### Routed metal, one colour a layer

Drawn at 2 px/um.
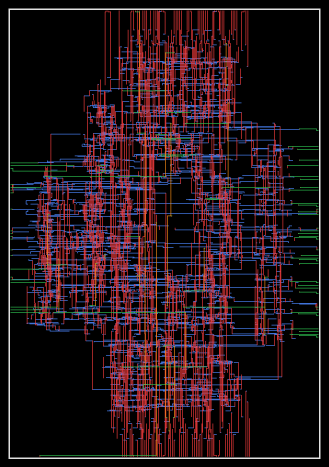
### Routing congestion

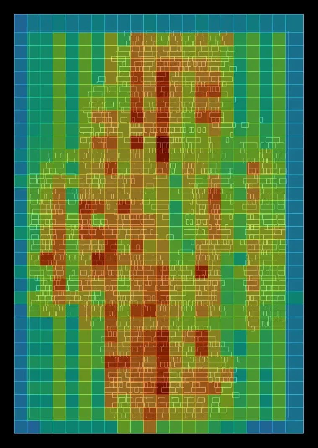
==> src/rtl/uart_frame_pkg.sv <==
// Shared frame definitions for the UART sample path and its downstream buffer.
package uart_frame_pkg;

    localparam logic [7:0]  HDR_H               = 8'hA1;
    localparam logic [7:0]  HDR_Y               = 8'hA2;
    localparam int unsigned FRAME_PAYLOAD_BYTES = 8;
    localparam int unsigned IDX_W               = $clog2(FRAME_PAYLOAD_BYTES);
    localparam int unsigned SAMPLE_W            = 32;

    typedef enum logic [1:0] {
        IDLE    = 2'd0,
        PAYLOAD = 2'd1,
        CHECK   = 2'd2
    } state_t;

    typedef struct packed {
        logic [SAMPLE_W-1:0] re;
        logic [SAMPLE_W-1:0] im;
    } sample_t;

endpackage

==> src/rtl/frame_timeout_timer.sv <==
// Idle-cycle counter with clear/enable; flags the terminal count combinationally.
module frame_timeout_timer #(
    parameter int unsigned CYCLES = 50000
) (
    input  logic clk,
    input  logic rst_n,
    input  logic clear,
    input  logic enable,
    output logic expire_c
);

    localparam int unsigned CNT_W = (CYCLES > 1) ? $clog2(CYCLES) : 1;

    logic [CNT_W-1:0] count;

    // Terminal count only matters while the frame is in progress.
    assign expire_c = enable && (count == CNT_W'(CYCLES - 1));

    // Count idle cycles; restart on any clear or after expiry.
    always_ff @(posedge clk) begin
        if (!rst_n) begin
            count <= '0;
        end else if (clear || expire_c) begin
            count <= '0;
        end else if (enable) begin
            count <= count + CNT_W'(1);
        end
    end

endmodule

==> src/rtl/uart_sample_assembler.sv <==
// Assembles checked 10-byte UART frames into H/Y complex samples.
module uart_sample_assembler
    import uart_frame_pkg::*;
#(
    parameter int unsigned TIMEOUT_CYCLES = 50000,
    parameter int unsigned ERR_W          = 8
) (
    input  logic             clk,
    input  logic             sys_rst,
    input  logic [7:0]       rx_data,
    input  logic             rx_valid,
    output logic [31:0]      H_re_out,
    output logic [31:0]      H_im_out,
    output logic             H_value_ready,
    output logic [31:0]      Y_re_out,
    output logic [31:0]      Y_im_out,
    output logic             Y_value_ready,
    output logic             frame_err,
    output logic             timeout_err,
    output logic [ERR_W-1:0] err_count
);

    state_t           state;
    state_t           state_d;
    logic [IDX_W-1:0] idx;
    logic [7:0]       csum;
    logic             is_y;
    sample_t          asm_reg;

    logic hdr_c;
    logic shift_c;
    logic h_load_c;
    logic y_load_c;
    logic frame_err_c;
    logic timeout_c;
    logic expire_c;

    frame_timeout_timer #(
        .CYCLES (TIMEOUT_CYCLES)
    ) u_timer (
        .clk      (clk),
        .rst_n    (sys_rst),
        .clear    (rx_valid || (state == IDLE)),
        .enable   (state != IDLE),
        .expire_c (expire_c)
    );

    // State register.
    always_ff @(posedge clk) begin
        if (!sys_rst) begin
            state <= IDLE;
        end else begin
            state <= state_d;
        end
    end

    // Next-state and datapath strobes; a byte always beats a coincident timeout.
    always_comb begin
        state_d     = state;
        hdr_c       = 1'b0;
        shift_c     = 1'b0;
        h_load_c    = 1'b0;
        y_load_c    = 1'b0;
        frame_err_c = 1'b0;
        timeout_c   = 1'b0;
        case (state)
            IDLE: begin
                if (rx_valid && (rx_data == HDR_H || rx_data == HDR_Y)) begin
                    hdr_c   = 1'b1;
                    state_d = PAYLOAD;
                end
            end
            PAYLOAD: begin
                if (rx_valid) begin
                    shift_c = 1'b1;
                    if (idx == IDX_W'(FRAME_PAYLOAD_BYTES - 1)) begin
                        state_d = CHECK;
                    end
                end else if (expire_c) begin
                    timeout_c = 1'b1;
                    state_d   = IDLE;
                end
            end
            CHECK: begin
                if (rx_valid) begin
                    state_d = IDLE;
                    if (rx_data == csum) begin
                        h_load_c = !is_y;
                        y_load_c = is_y;
                    end else begin
                        frame_err_c = 1'b1;
                    end
                end else if (expire_c) begin
                    timeout_c = 1'b1;
                    state_d   = IDLE;
                end
            end
            default: state_d = IDLE;
        endcase
    end

    // Frame assembly: type latch, byte index, shift register and running XOR.
    always_ff @(posedge clk) begin
        if (!sys_rst) begin
            is_y    <= 1'b0;
            idx     <= '0;
            csum    <= '0;
            asm_reg <= '0;
        end else if (hdr_c) begin
            is_y <= (rx_data == HDR_Y);
            idx  <= '0;
            csum <= '0;
        end else if (shift_c) begin
            asm_reg <= sample_t'({asm_reg[2*SAMPLE_W-9:0], rx_data});
            csum    <= csum ^ rx_data;
            idx     <= idx + IDX_W'(1);
        end
    end

    // Sample outputs and one-cycle event pulses.
    always_ff @(posedge clk) begin
        if (!sys_rst) begin
            H_re_out      <= '0;
            H_im_out      <= '0;
            Y_re_out      <= '0;
            Y_im_out      <= '0;
            H_value_ready <= 1'b0;
            Y_value_ready <= 1'b0;
            frame_err     <= 1'b0;
            timeout_err   <= 1'b0;
        end else begin
            H_value_ready <= h_load_c;
            Y_value_ready <= y_load_c;
            frame_err     <= frame_err_c;
            timeout_err   <= timeout_c;
            if (h_load_c) begin
                H_re_out <= asm_reg.re;
                H_im_out <= asm_reg.im;
            end
            if (y_load_c) begin
                Y_re_out <= asm_reg.re;
                Y_im_out <= asm_reg.im;
            end
        end
    end

    // Saturating error counter; frame and timeout errors are mutually exclusive.
    always_ff @(posedge clk) begin
        if (!sys_rst) begin
            err_count <= '0;
        end else if ((frame_err_c || timeout_c) && (err_count != {ERR_W{1'b1}})) begin
            err_count <= err_count + ERR_W'(1);
        end
    end

endmodule
==> config.mk <==
export PLATFORM = sky130hd
export DESIGN_NAME = uart_sample_assembler
export DESIGN_NICKNAME = d
export VERILOG_FILES = /design/src/rtl/uart_frame_pkg.sv /design/src/rtl/frame_timeout_timer.sv /design/src/rtl/uart_sample_assembler.sv
export SDC_FILE = /design/constraint.sdc
export NUM_CORES = 1
export LEC_CHECK = 0
export CAP_MARGIN = 20
export CORE_ASPECT_RATIO = 1.5
export CORE_MARGIN = 8
export CORE_UTILIZATION = 30
export DETAILED_ROUTE_END_ITERATION = 8
export GPL_ROUTABILITY_DRIVEN = 0
export GPL_TIMING_DRIVEN = 0
export PLACE_DENSITY = 0.61
export SETUP_SLACK_MARGIN = 0.4
export SYNTH_ARGS = -nofsm -noshare
export SYNTH_HDL_FRONTEND = slang
export SYNTH_HIERARCHICAL = 1
export SYNTH_SLANG_ARGS = --single-unit
==> constraint.sdc <==
create_clock -name clk -period 3.2 [get_ports clk]
set_input_delay 0.64 -clock clk [delete_from_list [all_inputs] [get_ports clk]]
set_output_delay 0.64 -clock clk [all_outputs]
set_load 0.02 [all_outputs]
==> qor.csv <==
stage,metric,value,unit
min_path,worstHoldEndpoint,asm_reg[57],
synthesis,synthArstFlopShare,0,%
grt,grt_pass1_wl,40.8,mm
timing,final.setup.worst_slack,517,ps
synthesis,synth-edff-count,0,
route,drtIter0Drc,409,
route,vias,7547,
timing,setup_viol,0,
min_path,hold_depth,2,
final_layout,n_fill_cell,2940,
place,pre_cts_ws,-150,ps
clock_tree,cts_root_buf,clkbuf_16,
worst_setup_path,worstPathArrival,3080,ps
synthesis,fp_nets,1042,
floorplanning,io_pins,151,
grt,grt-ovfl-total,0,
timing,whs,461,ps
final_layout,layout-drive-gt1-share,6.83,%
synthesis,yosys_cells,1023,
place,dp_cells,1523,
timing,tns,0,ps
clock_tree,cts_tree,yes,
floorplanning,rows,76,
clock_tree,cts_setup_buffers,0,
clock_tree,clock-sinks,234,
job,tool_warnings,30,
grt,grt_max_degree,15,
synthesis,synth_cells,1023,
timing,rsz0062_at_grt,false,
clock_tree,clk_latency,530,ps
worst_setup_path,worstPathMaxFanout,10,
timing,fin_skew,24.6,ps
synthesis,top_area_cell,dfxtp_1,
synthesis,top_cells_by_area,"dfxtp_1, nand2_1, nand3_1",
final_layout,fin_nets,1217,
power,p_leak,3.69,nW
min_path,hp-class,register to register,
timing,hold_viol_final,0,
run_status,status,"complete, no violations",
synthesis,synth-main-ff-cell,dfxtp_1,
worst_setup_path,r2r-start,state[0],
grt,antenna_found_initial,0,
route,avgViaCountPerCell,4.82,
worst_setup_path,critPathLaunchType,primary input,
worst_setup_path,reg2regPathDepth,11,
job,drv_cap,0,
synthesis,yosysWarnings,6,
power,p_sw,1.27,mW
final_layout,layout_top_cell,dfxtp_1,
synthesis,ys_types,43,
min_path,hold_start,asm_reg[57],
timing,min_period,2680,ps
clock_tree,clk_pin_slew_worst_paths,60,ps
floorplanning,initial_utilization,30.2,%
timing,worst_pin_slew,890,ps
route,drc,0,
power,p_int,4.57,mW
final_layout,n_antenna_cell,0,
power,power_frac_comb,2.1,%
worst_setup_path,r2r_end,err_count[2],
power,vdd_drop_max,344,uV
clock_tree,cts_inserted_buffers,24,
timing,post-route-period-util,83.8,%
grt,first_global_vias,7533,
place,place_area,0.0106,sq mm
power,p_per_area,511,mW/mm^2
worst_setup_path,critPathKind,primary input to register,
final_layout,fin_area,0.0114,sq mm
route,firstDrtPassIters,4,
final_layout,final_layout_top_logic_cells,"dfxtp_1, nand2_1, clkdlybuf4s50_1, nand3_1, o21ai_0",
place,dp_hpwl,19.9,mm
floorplanning,dieWidth,154,um
synthesis,top_area_share,54.3,%
floorplanning,fp.dieH,224,um
power,clkPwrFrac,48.1,%
floorplanning,die_area,0.0346,sq mm
worst_setup_path,cp-end-kind,register,
timing,maxSlewViolCount,0,
clock_tree,cts_htree_levels,1,
final_layout,largest_reg_flops,64,
synthesis,netlist_area,0.00863,sq mm
place,numPortBuffers,149,
Back to the opening pictures, 'Routed metal, one colour a layer':
| layer | colour | wire length |
|---|---|---|
| M2 | red | 14,300 um |
| M4 | orange | 777 um |
| M1 | blue | 9,890 um |
| M3 | green | 1,070 um |

Back to the opening pictures, 'Routing congestion':
wire per inst: 16.6 um
Total GRT Usage: 14.8%
most used routing layer: met2
met1 Track Usage GR: 15.1%
met2 Usage GRT: 29.0%

## power groups by stage
stage	registers, mW	logic [mW]	clock network, mW
floorplan	2.98	0.0665	0
global placement	2.98	0.118	0
detailed placement	2.98	0.118	0
CTS	2.91	0.119	2.87
global route	2.91	0.132	2.99
finish	2.91	0.120	2.81
## critical path, stage by stage
cell and delay (ps):
clkdlybuf4s50_1 550, xor2_1 220, or4_1 540, or4_4 480, buf_6 190, buf_6 150
buf_6 160, nand3_2 70, o21ai_1 70
## routing by layer
metal	share of wire, %	track usage [%]	wire [um]	vias to the layer above
met1	38	15.1	9890	3530
met5	0	0	0	-
met2	55	29.0	14300	139
li1	-	-	-	3837
met4	3.0	5.87	777	0
met3	4.1	2.45	1070	41
## cell usage after synthesis, drive strengths merged, types with 4 or more instances
cell type and instances:
xnor2 12, a21oi 75, clkbuf 49, xor2 19, nand2b 4, nand2 221, buf 26, and3 4
nor2 33, ha 8, nand4 8, inv 9, o21ai 135, nand3 137, mux2i 7, nor3 9
dfxtp 234, nor4 6
## cell type report
type	count	area (sq um)	share of cell area (%)
inverters	9	33.8	0.296
plain buffers	75	328	2.87
repair buffers	149	1490	13.1
clock buffers	32	661	5.78
clock inverters	12	135	1.18
flip-flops and latches	234	4680	41.0
well taps	351	439	3.84
multi-input cells	705	3650	32.0
## kinds of logic after synthesis
kind of cell	Yosys count	synth area share [%]
DFF	234	54.3
xor gates and xnor gates	31	3.15
AOI/OAI and AO/OA	221	13.6
buffers and inverters	84	4.10
and+or+nand+nor	438	22.8
muxes	7	0.812
adders and majority gates	8	1.16
## how the worst max path moves through the flow
stage | to | cells past startpoint | slack (ps) | from
2_1_floorplan | H_re_out[26] | 8 | 750 | rx_data[6]
3_3_place_gp | H_re_out[31] | 6 | -230 | sys_rst
3_5_place_dp | err_count[3] | 6 | -150 | sys_rst
4_1_cts | err_count[2] | 11 | 360 | state[0]
5_1_grt | asm_reg[0] | 6 | 430 | rx_data[0]
6_report | H_re_out[29] | 9 | 520 | rx_data[1]
## stage by stage
| step | utilization, % | power (mW) |
|---|---|---|
| after floorplan | - | 3.05 |
| after global placement | 37.0 | 3.10 |
| after detailed placement | 37.0 | 3.10 |
| after CTS | 39.8 | 5.90 |
| after global routing | 40.1 | 6.04 |
| final | 40.1 | 5.84 |
## timing repair
item | CTS | global route
resized | 3 | 23
endpoints found under the setup margin | 5 | 143
hold buffers | 0 | 0
pin swaps | 0 | 0
Power and IR drop assume default switching activity.
